File: config.mk
export PLATFORM = sky130hd
export DESIGN_NAME = note_sequencer
export DESIGN_NICKNAME = d
export VERILOG_FILES = /design/src/rtl/ddr_pkg.sv /design/src/rtl/lane_mask_gen.sv /design/src/rtl/note_sequencer.sv
export SDC_FILE = /design/constraint.sdc
export NUM_CORES = 1
export LEC_CHECK = 0
export CORE_MARGIN = 8
export CORE_UTILIZATION = 51
export CTS_BUF_LIST = sky130_fd_sc_hd__clkbuf_8
export CTS_CLUSTER_DIAMETER = 200
export DETAILED_ROUTE_END_ITERATION = 7
export HOLD_SLACK_MARGIN = 0.08
export PLACE_DENSITY_LB_ADDON = 0.2
export SLEW_MARGIN = 20
export SYNTH_ARGS = -nofsm -noshare
export SYNTH_HDL_FRONTEND = slang
export SYNTH_SLANG_ARGS = --single-unit
File: constraint.sdc
create_clock -name Clock -period 2.4 [get_ports Clock]
set_input_delay 0.48 -clock Clock [delete_from_list [all_inputs] [get_ports Clock]]
set_output_delay 0.48 -clock Clock [all_outputs]
set_load 0.005 [all_outputs]
File: src/rtl/ddr_pkg.sv
// Shared definitions for the chart/lane logic: FSM states, LFSR constants
// and the LFSR advance function.
package ddr_pkg;

  localparam int unsigned LFSR_W             = 16;
  localparam int unsigned MAX_NOTES_PER_BEAT = 2;

  localparam logic [LFSR_W-1:0] LFSR_POLY         = 16'hB400;
  localparam logic [LFSR_W-1:0] LFSR_DEFAULT_SEED = 16'hACE1;

  typedef enum logic [1:0] {
    IDLE = 2'd0,
    PLAY = 2'd1,
    DONE = 2'd2
  } seq_state_t;

  // Right-shift Galois LFSR advance.
  function automatic logic [LFSR_W-1:0] lfsr_advance(input logic [LFSR_W-1:0] l);
    lfsr_advance = l[0] ? ((l >> 1) ^ LFSR_POLY) : (l >> 1);
  endfunction

  // An all-zero seed would lock the LFSR, so it is swapped for the default.
  function automatic logic [LFSR_W-1:0] seed_fix(input logic [LFSR_W-1:0] s);
    seed_fix = (s == '0) ? LFSR_DEFAULT_SEED : s;
  endfunction

endpackage

File: src/rtl/lane_mask_gen.sv
// Combinational lane-mask generator: turns an LFSR value into a note mask
// with at most MAX_NOTES_PER_BEAT lanes set (lowest lane indices win).
// L[15:14] == 0 encodes a rest.
module lane_mask_gen
  import ddr_pkg::*;
#(
  parameter int unsigned LANES = 4
) (
  input  logic [LFSR_W-1:0] lfsr,
  output logic [LANES-1:0]  mask_c
);

  // Only the rest bits and the low LANES bits feed the mask.
  logic unused_mid_bits;
  assign unused_mid_bits = ^lfsr[13:LANES];

  // Keep the lowest-index set bits up to the per-beat note limit.
  always_comb begin
    int unsigned picked;
    mask_c = '0;
    picked = 0;
    if (lfsr[15:14] != 2'b00) begin
      for (int i = 0; i < int'(LANES); i++) begin
        if (lfsr[i] && (picked < MAX_NOTES_PER_BEAT)) begin
          mask_c[i] = 1'b1;
          picked    = picked + 1;
        end
      end
    end
  end

endmodule

File: src/rtl/note_sequencer.sv
// Chart generator: plays STEPS beats spaced by a programmable divider and
// pulses Ren on up to two lanes per beat from a seeded LFSR.
// Build option: NOTE_SEQ_LOOP_EN makes the chart repeat forever (no DONE).
module note_sequencer
  import ddr_pkg::*;
#(
  parameter int unsigned LANES = 4,
  parameter int unsigned STEPS = 32,
  parameter int unsigned DIV_W = 24
) (
  input  logic                     Clock,
  input  logic                     Reset,
  input  logic                     start,
  input  logic                     pause,
  input  logic [LFSR_W-1:0]        seed,
  input  logic [DIV_W-1:0]         period,
  output logic [LANES-1:0]         Ren,
  output logic                     beat,
  output logic [$clog2(STEPS)-1:0] step_idx,
  output logic                     busy,
  output logic                     done
);

  localparam int unsigned STEP_W = $clog2(STEPS);

  // Elaboration-time parameter sanity.
  if (LANES < 2 || LANES > 8) begin : g_bad_lanes
    $error("note_sequencer: LANES must be 2..8");
  end
  if (STEPS < 2) begin : g_bad_steps
    $error("note_sequencer: STEPS must be >= 2");
  end

  seq_state_t          state, state_n;
  logic [DIV_W-1:0]    period_q, period_n;
  logic [DIV_W-1:0]    div, div_n;
  logic [LFSR_W-1:0]   lfsr, lfsr_n;
  logic [STEP_W-1:0]   step_n;
  logic [LANES-1:0]    ren_n;
  logic                beat_n;
  logic                busy_n;
  logic                done_n;
  // Set by the final tick so the last Ren pulse completes before DONE.
  logic                fin_pend, fin_n;
  logic [LANES-1:0]    mask_c;

  lane_mask_gen #(
    .LANES (LANES)
  ) u_mask (
    .lfsr   (lfsr),
    .mask_c (mask_c)
  );

  // State, divider, LFSR and output registers.
  always_ff @(posedge Clock or posedge Reset) begin
    if (Reset) begin
      state    <= IDLE;
      period_q <= '0;
      div      <= '0;
      lfsr     <= LFSR_DEFAULT_SEED;
      step_idx <= '0;
      Ren      <= '0;
      beat     <= 1'b0;
      busy     <= 1'b0;
      done     <= 1'b0;
      fin_pend <= 1'b0;
    end else begin
      state    <= state_n;
      period_q <= period_n;
      div      <= div_n;
      lfsr     <= lfsr_n;
      step_idx <= step_n;
      Ren      <= ren_n;
      beat     <= beat_n;
      busy     <= busy_n;
      done     <= done_n;
      fin_pend <= fin_n;
    end
  end

  // Next-state, beat tick and next-output logic.
  always_comb begin
    state_n  = state;
    period_n = period_q;
    div_n    = div;
    lfsr_n   = lfsr;
    step_n   = step_idx;
    fin_n    = fin_pend;
    ren_n    = '0;
    beat_n   = 1'b0;

    unique case (state)
      IDLE, DONE: begin
        if (start) begin
          state_n  = PLAY;
          period_n = period;
          div_n    = period;
          lfsr_n   = seed_fix(seed);
          step_n   = '0;
          fin_n    = 1'b0;
        end
      end
      PLAY: begin
        if (fin_pend) begin
          state_n = DONE;
          fin_n   = 1'b0;
        end else if (!pause) begin
          if (div == '0) begin
            ren_n  = mask_c;
            beat_n = 1'b1;
            lfsr_n = lfsr_advance(lfsr);
            div_n  = period_q;
            if (step_idx == STEP_W'(STEPS - 1)) begin
              step_n = '0;
`ifdef NOTE_SEQ_LOOP_EN
              fin_n  = 1'b0;
`else
              fin_n  = 1'b1;
`endif
            end else begin
              step_n = step_idx + STEP_W'(1);
            end
          end else begin
            div_n = div - DIV_W'(1);
          end
        end
      end
      default: state_n = IDLE;
    endcase

    busy_n = (state_n == PLAY);
    done_n = (state_n == DONE);
  end

endmodule

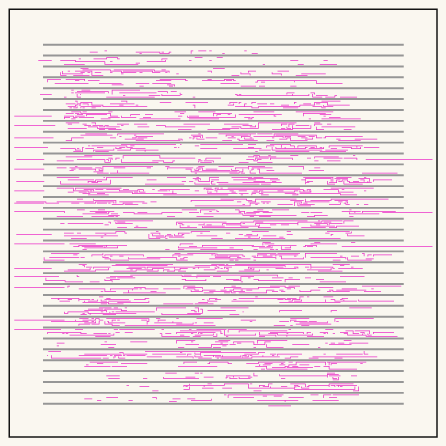
*Signal wires on met1, run 1*
(4 px per um) Supply wires on this layer in grey.
wire length on this layer	4670 um
main direction	horizontal
share of all routed wire	47%

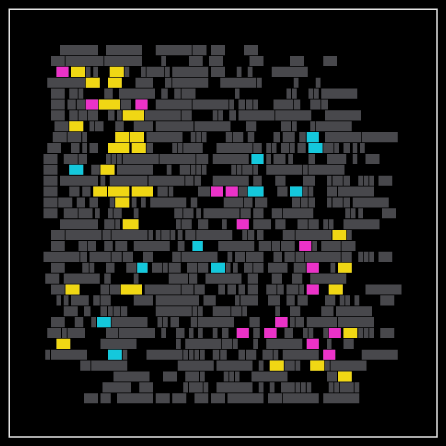
*Logic cells by family, run 1*
(4 px per um)
family	colour	cells
multiplexers	yellow	27
XOR/XNOR gates	magenta	15
AND-OR and OR-AND gates	cyan	11

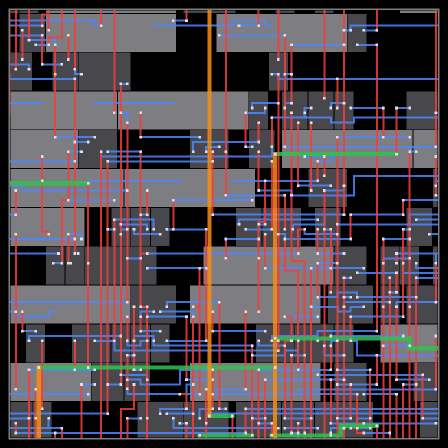
*Close-up of the layout, run 1*
Region (38, 60) to (68, 90) um. Cells in grey, sequential cells in the stronger grey; small squares are vias.
layer	colour
metal 4	orange
metal 2	red
metal 3	green
metal 1	blue
most frequent	nand2_1 (17), dfrtp_1 (13), o21ai_0 (5)
cells with their middle in the window	66
netlist names of flops here include	period_q (5), lfsr (4), div (3)
sequential cells in the window	14

==> results_slide.txt, run 1 <==
Implementation Results

Status
  – Outcome: finished, final reports clean

GRT
  – Vias in the first global route: ~3600
  – Largest net degree at the start of global routing: around 80
  – Global Route Usage Sum: 18.3%

Setup path
  – Required @ worst endpoint: roughly 2700 ps
  – Worst Setup End Kind: flop
  – R2R cell count: 6
  – Setup CP Type: reg2reg
  – CP arrival: 2540 ps

Layout
  – Net count, final: 567
  – N_diodes: 0
  – Final Non-Filler Cells: between 600 and 700

Clocking
  – H-tree depth: 3
  – CTS tree: built
  – Clock-pin transition on the worst setup and hold timing paths: roughly 90 ps
  – Cts bufs inserted: 9
  – Root buffer cell: clkbuf_8

Die
  – Die Height: about 110 um

Synth
  – Ao+oa area frac: approximately 14%
  – Yosys stat area: roughly 4200 sq um
  – Cell type with the largest total area: dfrtp_1
  – Number of enable flip-flop cells: 0
  – Top cell area share: 42.5%
  – Syn. warnings: 0
  – Simple-gate area share of the yosys netlist: 21.1%

STA
  – Worst rel slew slack: roughly 56%
  – Final hold viol count: 0
  – Clk_skew: ~13 ps

Power and ir drop
  – Cell Pwr Density: about 960 nW/um^2

Hold path
  – Hold depth: 2

Routing
  – Routed Antenna Nets: 0
  – Vias per cell: ~5.5

Placed design
  – Final HPWL DP: approximately 6.9 mm
## run 1: worst max-delay path: stages, from the launching register on
cell and delay [ps]:
dfrtp_1 450, nor3_1 400, nand4_2 150, or2_1 290, a21o_1 430, buf_4 280, mux2i_1 180
## run 1: stage by stage
stage | hold slack (ps) | instance area [sq um] | power, uW | setup slack (ps) | utilization [%]
after CTS | 480 | 5190 | 5020 | 134 | 64.2
after global placement | 455 | 5000 | 3930 | 83.9 | 61.7
final | 478 | 5190 | 4990 | 148 | 64.2
after global routing | 496 | 5190 | 5350 | 17.0 | 64.2
after floorplan | 440 | 4190 | 3410 | 144 | -
after detailed placement | 460 | 5000 | 4000 | 5.70 | 61.7
## run 1: flip-flops by register name, indices dropped and copies added (netlist names)
signal and count:
state 2, fin_pend 1, done 1, lfsr 16
step_idx 5, Ren 4, busy 1, div 24
period_q 24, beat 1
## run 1: metal layers
| metal | GRT usage, % | routed length, um | vias up |
|---|---|---|---|
| met1 | 23.5 | 4670 | 1671 |
| met4 | 4.52 | 95 | 0 |
| met5 | 0 | 0 | - |
| met3 | 4.86 | 373 | 9 |
| li1 | - | - | 1710 |
| met2 | 29.8 | 4760 | 72 |
## run 1: cell families (layout without fill, tap and decap cells)
logic type / after synthesis / after routing
xor gates and xnor gates: 15 / 15
buffers and inverters: 49 / 123
muxes: 27 / 27
adders and majority gates: 6 / 6
AOI/OAI and AO/OA: 87 / 87
and+or+nand+nor: 185 / 185
DFF: 79 / 79
## run 1: Yosys cell counts, drive strengths merged, types with 6 or more instances
| library cell | count |
|---|---|
| ha | 6 |
| buf | 9 |
| o211ai | 17 |
| nor4 | 12 |
| mux2 | 7 |
| nor3 | 11 |
| nor2 | 19 |
| inv | 20 |
| mux2i | 20 |
| dfrtp | 71 |
| o21ai | 24 |
| o22ai | 15 |
| dfstp | 8 |
| nand2 | 109 |
| xnor2 | 10 |
| clkbuf | 20 |
## run 1: layout make-up
class | instances | share of cell area [%]
multi-input combinational | 320 | 38.4
sequential | 79 | 38.3
timing repair buffer | 87 | 15.5
tap | 105 | 2.53
clock buffer | 9 | 2.39
inverter | 20 | 1.52
clock inverter | 7 | 1.40
## run 1: path summary, 6_finish.rpt
path	to	slack, ps	start
max in group asynchronous	lfsr[15]	1470	Reset
max	lfsr[13]	150	div[20]
min	period_q[3]	480	period_q[3]
min reg2reg	period_q[3]	480	period_q[3]
min in group asynchronous	beat	560	Reset
max reg2reg	lfsr[13]	150	div[20]
## run 1: where the power goes
part           total (uW)  switching, uW  internal [uW]  leakage (uW)
Clock                1010            521            484      0.000101
Combinational        1690            788            904       0.00133
Sequential           2290            443           1850      0.000961
Total                4990           1750           3240       0.00240
## run 1: cell usage in the layout, fill, tap and decap left out, types with 9 or more instances in the layout
master,Yosys,layout
buf_4,0,31
nor3_1,11,11
o211ai_1,17,17
dfrtp_1,71,71
o22ai_1,15,15
xnor2_1,10,10
nand2_1,109,109
nor2_1,19,19
inv_1,20,20
o21ai_0,24,24
nor4_1,9,9
mux2i_1,20,20
clkdlybuf4s50_1,0,55
clkbuf_8,0,9
### Wiring by layer, run 1

(4 px per um) Two of the layers only.
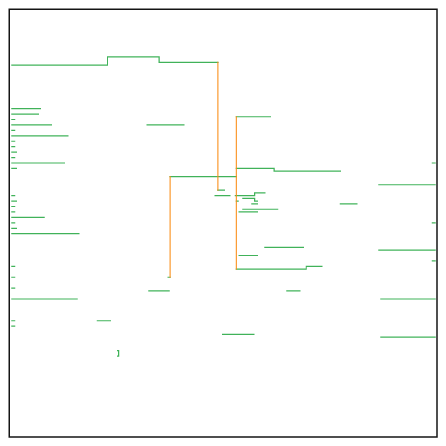

--- run 2 (diff from run 1) ---
--- a/config.mk
+++ b/config.mk
@@ -11,6 +11,7 @@
 export CTS_CLUSTER_DIAMETER = 200
 export DETAILED_ROUTE_END_ITERATION = 7
 export HOLD_SLACK_MARGIN = 0.08
+export MAX_ROUTING_LAYER = met4
 export PLACE_DENSITY_LB_ADDON = 0.2
 export SLEW_MARGIN = 20
 export SYNTH_ARGS = -nofsm -noshare
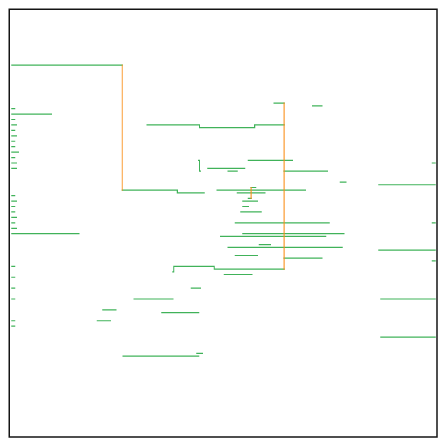
*Wiring by layer, run 2*
(4 px per um) Two of the layers only.
layer	colour	wire length
metal 3	green	479 um
metal 4	orange	75.5 um

==> run 2 against run 1 <==
Compared with the run above: synthesized cell count unchanged; combinational power about the same; fmax is essentially flat; clock skew about the same; sequential share of layout area stayed put; clock-buffer cell count is the same; synthesized area unchanged; setup slack gained 1.9 ps; critical path type unchanged.
==> results_slide.txt, run 2 <==
Implementation Results

Clocking
  – Clock-pin transition on the worst setup and hold timing paths: 90 ps (about the same)

GRT
  – Vias in the first global route: 3565 (was 3564)
  – Largest net degree at the start of global routing: 80 (unchanged)

Setup path
  – Required @ worst endpoint: 2680 ps (was 2690 ps)
  – Crit Reg-Reg Startpoint: div[20] (unchanged)
  – CP startpoint: div[20] (unchanged)
  – CP max-delay cell: dfrtp_1 (unchanged)
  – Crit path to: lfsr[13] (unchanged)
  – Worst Setup End Kind: flop (unchanged)

Layout
  – Post-route core utilization: 64.2% (unchanged)
  – Net count, final: 567 (unchanged)

Placed design
  – Final HPWL DP: 6.94 mm (unchanged)
  – DP Area: 5000 sq um (unchanged)

STA
  – Clk_skew: 13.1 ps (was 13.0 ps)
  – Final hold viol count: 0 (unchanged)

Power and ir drop
  – Logic pwr share: 34.0% (was 33.9%)
  – Int Power: 3240 uW (about the same)
  – Clk pwr share: 20.1% (about the same)

Routing
  – Routed Antenna Nets: 0 (unchanged)

Status
  – Outcome: finished, final reports clean (unchanged)
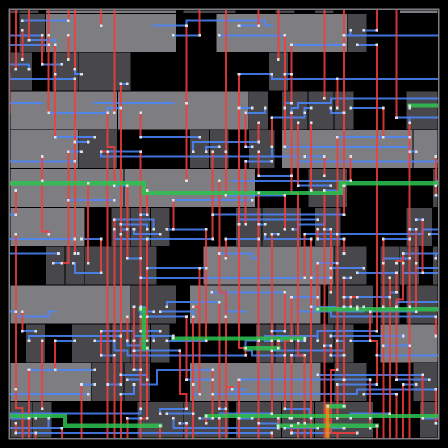
*Close-up of the layout, run 2*
Region (38, 60) to (68, 90) um. Cells in grey, sequential cells in the stronger grey; small squares are vias.
layer	colour
metal 3	green
metal 4	orange
metal 1	blue
metal 2	red
netlist names of flops here include	period_q (5), lfsr (4), div (3)
cells with their middle in the window	66
sequential cells in the window	14
most frequent	nand2_1 (17), dfrtp_1 (13), o21ai_0 (5)

-- run 2: cell counts in the layout (fill, tap and decap cells not counted) --
No cell type changed its count.
-- run 2: worst min-delay path by stage --
stage | from | endpoint | cells after the start | slack, ps
2_1_floorplan | period_q[23] | period_q[23] | 2 | 440
3_3_place_gp | period_q[23] | period_q[23] | 2 | 450
3_5_place_dp | period_q[2] | period_q[2] | 2 | 460
4_1_cts | period_q[2] | period_q[2] | 2 | 480
5_1_grt | period_q[12] | period_q[12] | 2 | 500
6_report | period_q[3] | period_q[3] | 2 | 480
-- run 2: routing by layer --
layer / routed length [um] / vias to the layer above / track usage, %
met1: 4570 / 1649 / 23.8
met2: 4780 / 102 / 29.8
met5: 0 / - / -
met4: 75 / 0 / 4.52
li1: - / 1711 / -
met3: 478 / 9 / 4.38
-- run 2: cells by family after synthesis --
| family | after synthesis | share of synthesized area, % |
|---|---|---|
| buf+inv | 49 | 5.05 |
| simple gates | 185 | 21.1 |
| xor+xnor | 15 | 3.14 |
| flops | 79 | 47.5 |
| mux | 27 | 7.20 |
| compound gates | 87 | 14.2 |
| fa+ha+maj | 6 | 1.79 |
-- run 2: per-stage QoR --
step	instances	worst slack [ps]	hold WS, ps
2_1_floorplan	448	144	440
3_3_place_gp	611	83.9	455
3_5_place_dp	611	5.70	460
4_1_cts	627	134	480
5_1_grt	627	17.0	496
6_report	627	150	477
-- run 2: layout make-up --
cell class | instances | area, sq um | share of cell area, %
well taps | 105 | 131 | 2.53
repair buffers | 87 | 803 | 15.5
inverters | 20 | 78.8 | 1.52
clock buffers | 9 | 124 | 2.39
clock inverters | 7 | 72.6 | 1.40
flip-flops and latches | 79 | 1990 | 38.3
multi-input cells | 320 | 2000 | 38.4
-- run 2: worst max-delay path: cells and delay by family (launching register included) --
family                 cells  cell delay (ps)
AND/OR/NAND/NOR            3              840
flip-flops                 1              450
AND-OR/OR-AND              1              430
buffers and inverters      1              280
multiplexers               1              180
-- run 2: power by group through the flow --
stage | Clock (uW) | Sequential [uW] | Combinational [uW]
final | 1000 | 2290 | 1690
after global routing | 1080 | 2360 | 1910
after detailed placement | 0 | 2300 | 1700
after global placement | 0 | 2290 | 1640
after CTS | 1030 | 2290 | 1710
after floorplan | 0 | 2170 | 1240
Power figures rest on the tool's default switching activity, not on a simulated workload.
